Fig. 1: placement density heat map
10 x 10 tiles, from white (low) to dark blue (high), 0 to 100% covered.
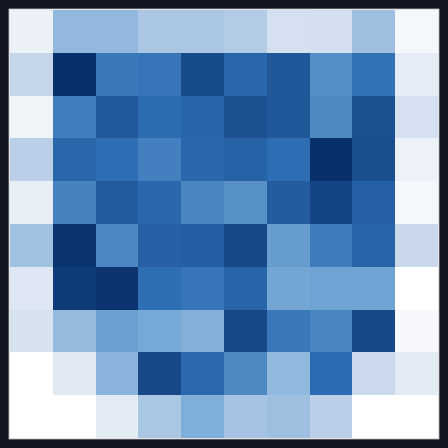
Fig. 2: the metal 2 layer
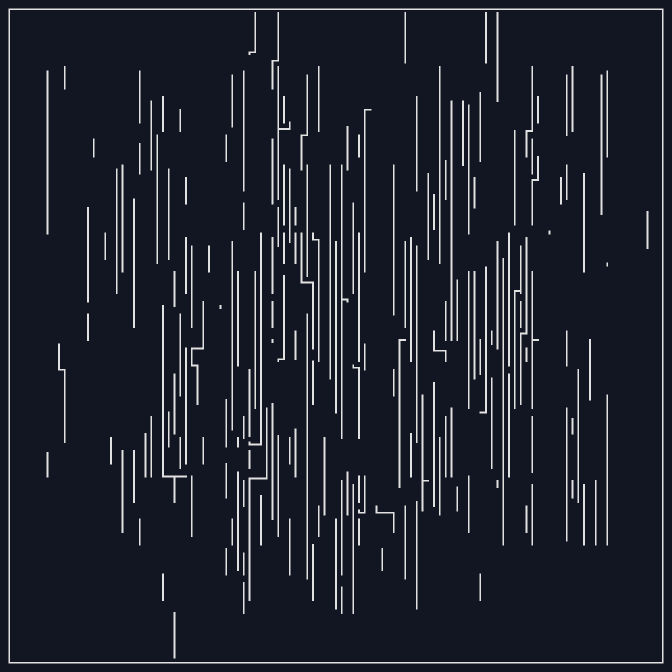
Fig. 3: routed metal, one colour a layer
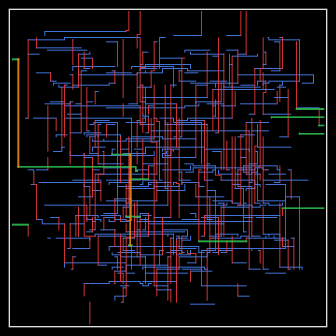
File: src/rtl/parity_frame_rx.sv
// Oversampling receiver for the 4-bit parity frame: start, D0..D3 (LSB first), parity, stop.
// Recovers the nibble, checks parity and stop bit, and holds the result behind a valid/ready handshake.
module parity_frame_rx #(
    parameter int CLKS_PER_BIT = 16,
    parameter bit ODD_PARITY   = 1'b0
) (
    input  logic       clk,
    input  logic       rst,
    input  logic       rx_in,
    input  logic       rx_ready,
    output logic [3:0] rx_data,
    output logic       rx_valid,
    output logic       parity_err,
    output logic       frame_err,
    output logic       overrun,
    output logic       busy
);

    localparam int HALF = CLKS_PER_BIT / 2;
    localparam int CW   = $clog2(CLKS_PER_BIT);

    localparam logic [CW-1:0] CNT_HALF = CW'(HALF - 1);
    localparam logic [CW-1:0] CNT_LAST = CW'(CLKS_PER_BIT - 1);
    localparam logic [CW-1:0] CNT_ONE  = CW'(1);

    localparam logic [2:0] ST_IDLE   = 3'd0;
    localparam logic [2:0] ST_START  = 3'd1;
    localparam logic [2:0] ST_DATA   = 3'd2;
    localparam logic [2:0] ST_PARITY = 3'd3;
    localparam logic [2:0] ST_STOP   = 3'd4;
    localparam logic [2:0] ST_BREAK  = 3'd5;

    logic [1:0]    sync_q;
    logic          rx_s;
    logic [2:0]    state;
    logic [CW-1:0] cnt;
    logic [1:0]    idx;
    logic [3:0]    shift_q;
    logic          par_q;
    logic          bit_end;
    logic          commit;
    logic          accept;

    assign rx_s    = sync_q[1];
    assign bit_end = (cnt == CNT_LAST);
    assign commit  = (state == ST_STOP) && bit_end;
    assign accept  = rx_valid && rx_ready;
    assign busy    = (state != ST_IDLE);

    // Synchronizer resets to the idle level so reset never looks like a start bit.
    always_ff @(posedge clk) begin
        if (rst) begin
            sync_q <= 2'b11;
        end else begin
            sync_q <= {sync_q[0], rx_in};
        end
    end

    // NOTE: sequential state uses non-blocking assignments so every flop samples pre-edge values.
    always_ff @(posedge clk) begin
        if (rst) begin
            state   <= ST_IDLE;
            cnt     <= '0;
            idx     <= 2'd0;
            shift_q <= 4'd0;
            par_q   <= 1'b0;
        end else begin
            case (state)
                ST_IDLE: begin
                    if (!rx_s) begin
                        state <= ST_START;
                        cnt   <= '0;
                    end
                end
                ST_START: begin
                    // Mid-start-bit check rejects glitches shorter than half a bit.
                    if (cnt == CNT_HALF) begin
                        cnt <= '0;
                        idx <= 2'd0;
                        state <= rx_s ? ST_IDLE : ST_DATA;
                    end else begin
                        cnt <= cnt + CNT_ONE;
                    end
                end
                ST_DATA: begin
                    if (bit_end) begin
                        shift_q[idx] <= rx_s;
                        cnt          <= '0;
                        idx          <= idx + 2'd1;
                        if (idx == 2'd3) begin
                            state <= ST_PARITY;
                        end
                    end else begin
                        cnt <= cnt + CNT_ONE;
                    end
                end
                ST_PARITY: begin
                    if (bit_end) begin
                        par_q <= rx_s;
                        cnt   <= '0;
                        state <= ST_STOP;
                    end else begin
                        cnt <= cnt + CNT_ONE;
                    end
                end
                ST_STOP: begin
                    if (bit_end) begin
                        cnt   <= '0;
                        state <= rx_s ? ST_IDLE : ST_BREAK;
                    end else begin
                        cnt <= cnt + CNT_ONE;
                    end
                end
                ST_BREAK: begin
                    // A line stuck low must go high before another start is accepted.
                    if (rx_s) begin
                        state <= ST_IDLE;
                    end
                end
                default: begin
                    state <= ST_IDLE;
                    cnt   <= '0;
                end
            endcase
        end
    end

    // Result register: a commit always wins over a simultaneous accept.
    always_ff @(posedge clk) begin
        if (rst) begin
            rx_data    <= 4'd0;
            rx_valid   <= 1'b0;
            parity_err <= 1'b0;
            frame_err  <= 1'b0;
            overrun    <= 1'b0;
        end else if (commit) begin
            rx_data    <= shift_q;
            parity_err <= (^{shift_q, par_q}) ^ ODD_PARITY;
            frame_err  <= ~rx_s;
            rx_valid   <= 1'b1;
            overrun    <= rx_valid && !rx_ready;
        end else if (accept) begin
            rx_valid   <= 1'b0;
            parity_err <= 1'b0;
            frame_err  <= 1'b0;
            overrun    <= 1'b0;
        end
    end

endmodule

File: config.mk
export PLATFORM = sky130hd
export DESIGN_NAME = parity_frame_rx
export DESIGN_NICKNAME = d
export VERILOG_FILES = /design/src/rtl/parity_frame_rx.sv
export SDC_FILE = /design/constraint.sdc
export NUM_CORES = 1
export LEC_CHECK = 0
export CAP_MARGIN = 20
export CORE_MARGIN = 2
export CORE_UTILIZATION = 55
export CTS_CLUSTER_SIZE = 20
export DETAILED_ROUTE_END_ITERATION = 16
export GPL_TIMING_DRIVEN = 0
export HOLD_SLACK_MARGIN = 0.03
export PLACE_DENSITY = 0.78
export SETUP_SLACK_MARGIN = 0.15
export SLEW_MARGIN = 15
export SYNTH_ARGS = -nofsm -noshare
export SYNTH_HDL_FRONTEND = slang
export SYNTH_SLANG_ARGS = --single-unit
File: constraint.sdc
create_clock -name clk -period 2.1 [get_ports clk]
set_clock_uncertainty 0.05 [all_clocks]
set_input_delay 0.525 -clock clk [delete_from_list [all_inputs] [get_ports clk]]
set_output_delay 0.525 -clock clk [all_outputs]
set_load 0.03 [all_outputs]
==> impl_metrics.csv <==
group,metric,value,unit
placement,place_area,1410,um^2
timing,fin_tns_setup,0,ps
power_and_ir_drop,power.internal,0.000764,W
die,die_y,52.0,um
worst_setup_path,crit_end,"overrun",
routing,met2WireLength,1.13,mm
power_and_ir_drop,p_switching,0.000304,W
worst_setup_path,crit_family,"buffers and inverters",
clock_tree,clkTransAtPathRegs,140,ps
yosys,syn_avg_cell_area,9.04,um^2
power_and_ir_drop,swShare,0.285,
yosys,simple_gate_share,0.259,
cells_and_area,nNonClkInverters,4,
cells_and_area,comb_share,0.497,
grt,grt_use_met1,0.236,
routing,antenna_left,0,
clock_tree,numCtsBuffers,3,
yosys,fp_nets,149,
worst_setup_path,cpPeakStageDelay,660,ps
worst_setup_path,slowest_stage,"clkdlybuf4s50_1",
yosys,synth_adder_area_share,0.0494,
die,die_area,2700,um^2
yosys,netlist_area,1270,um^2
cells_and_area,clkbuf_count,3,
die,row_count,17,
worst_setup_path,cp_data_arrival_time,1340,ps
worst_setup_path,cp.required,1520,ps
cells_and_area,fin_cells,183,
clock_tree,post-cts-setup-buffer-count,0,
cells_and_area,fill_cells,187,
worst_setup_path,r2r_setup_slack,420,ps
yosys,compound_area_frac,0.113,
run_status,status,"finished clean",
clock_tree,tritoncts,"built",
## Picture notes: Fig. 1
The densest ninth of the die: centre. 6.0% of the tiles are nearly empty. 34% of the tiles are over 75% full. The mean over all tiles is 53%. The emptiest ninth of the die: lower left. The fullest tile reaches 100%.

## Picture notes: Fig. 2
125 nets have wire on it. The layer holds 48% of the routed length. The longest straight run is 22.8 um. The wires run mostly vertical.
Total Wirelength: 2.38 mm
met2 usage: 0.321
vias after detailed routing: 983

## Picture notes: Fig. 3
Key: green = metal 3 [wire length 64.5 um]; orange = metal 4 [wire length 32.6 um]; blue = metal 1 [wire length 1,150 um]; red = metal 2 [wire length 1,130 um]
total global-route track usage: 0.190
DR WL/cell: 13.0 um

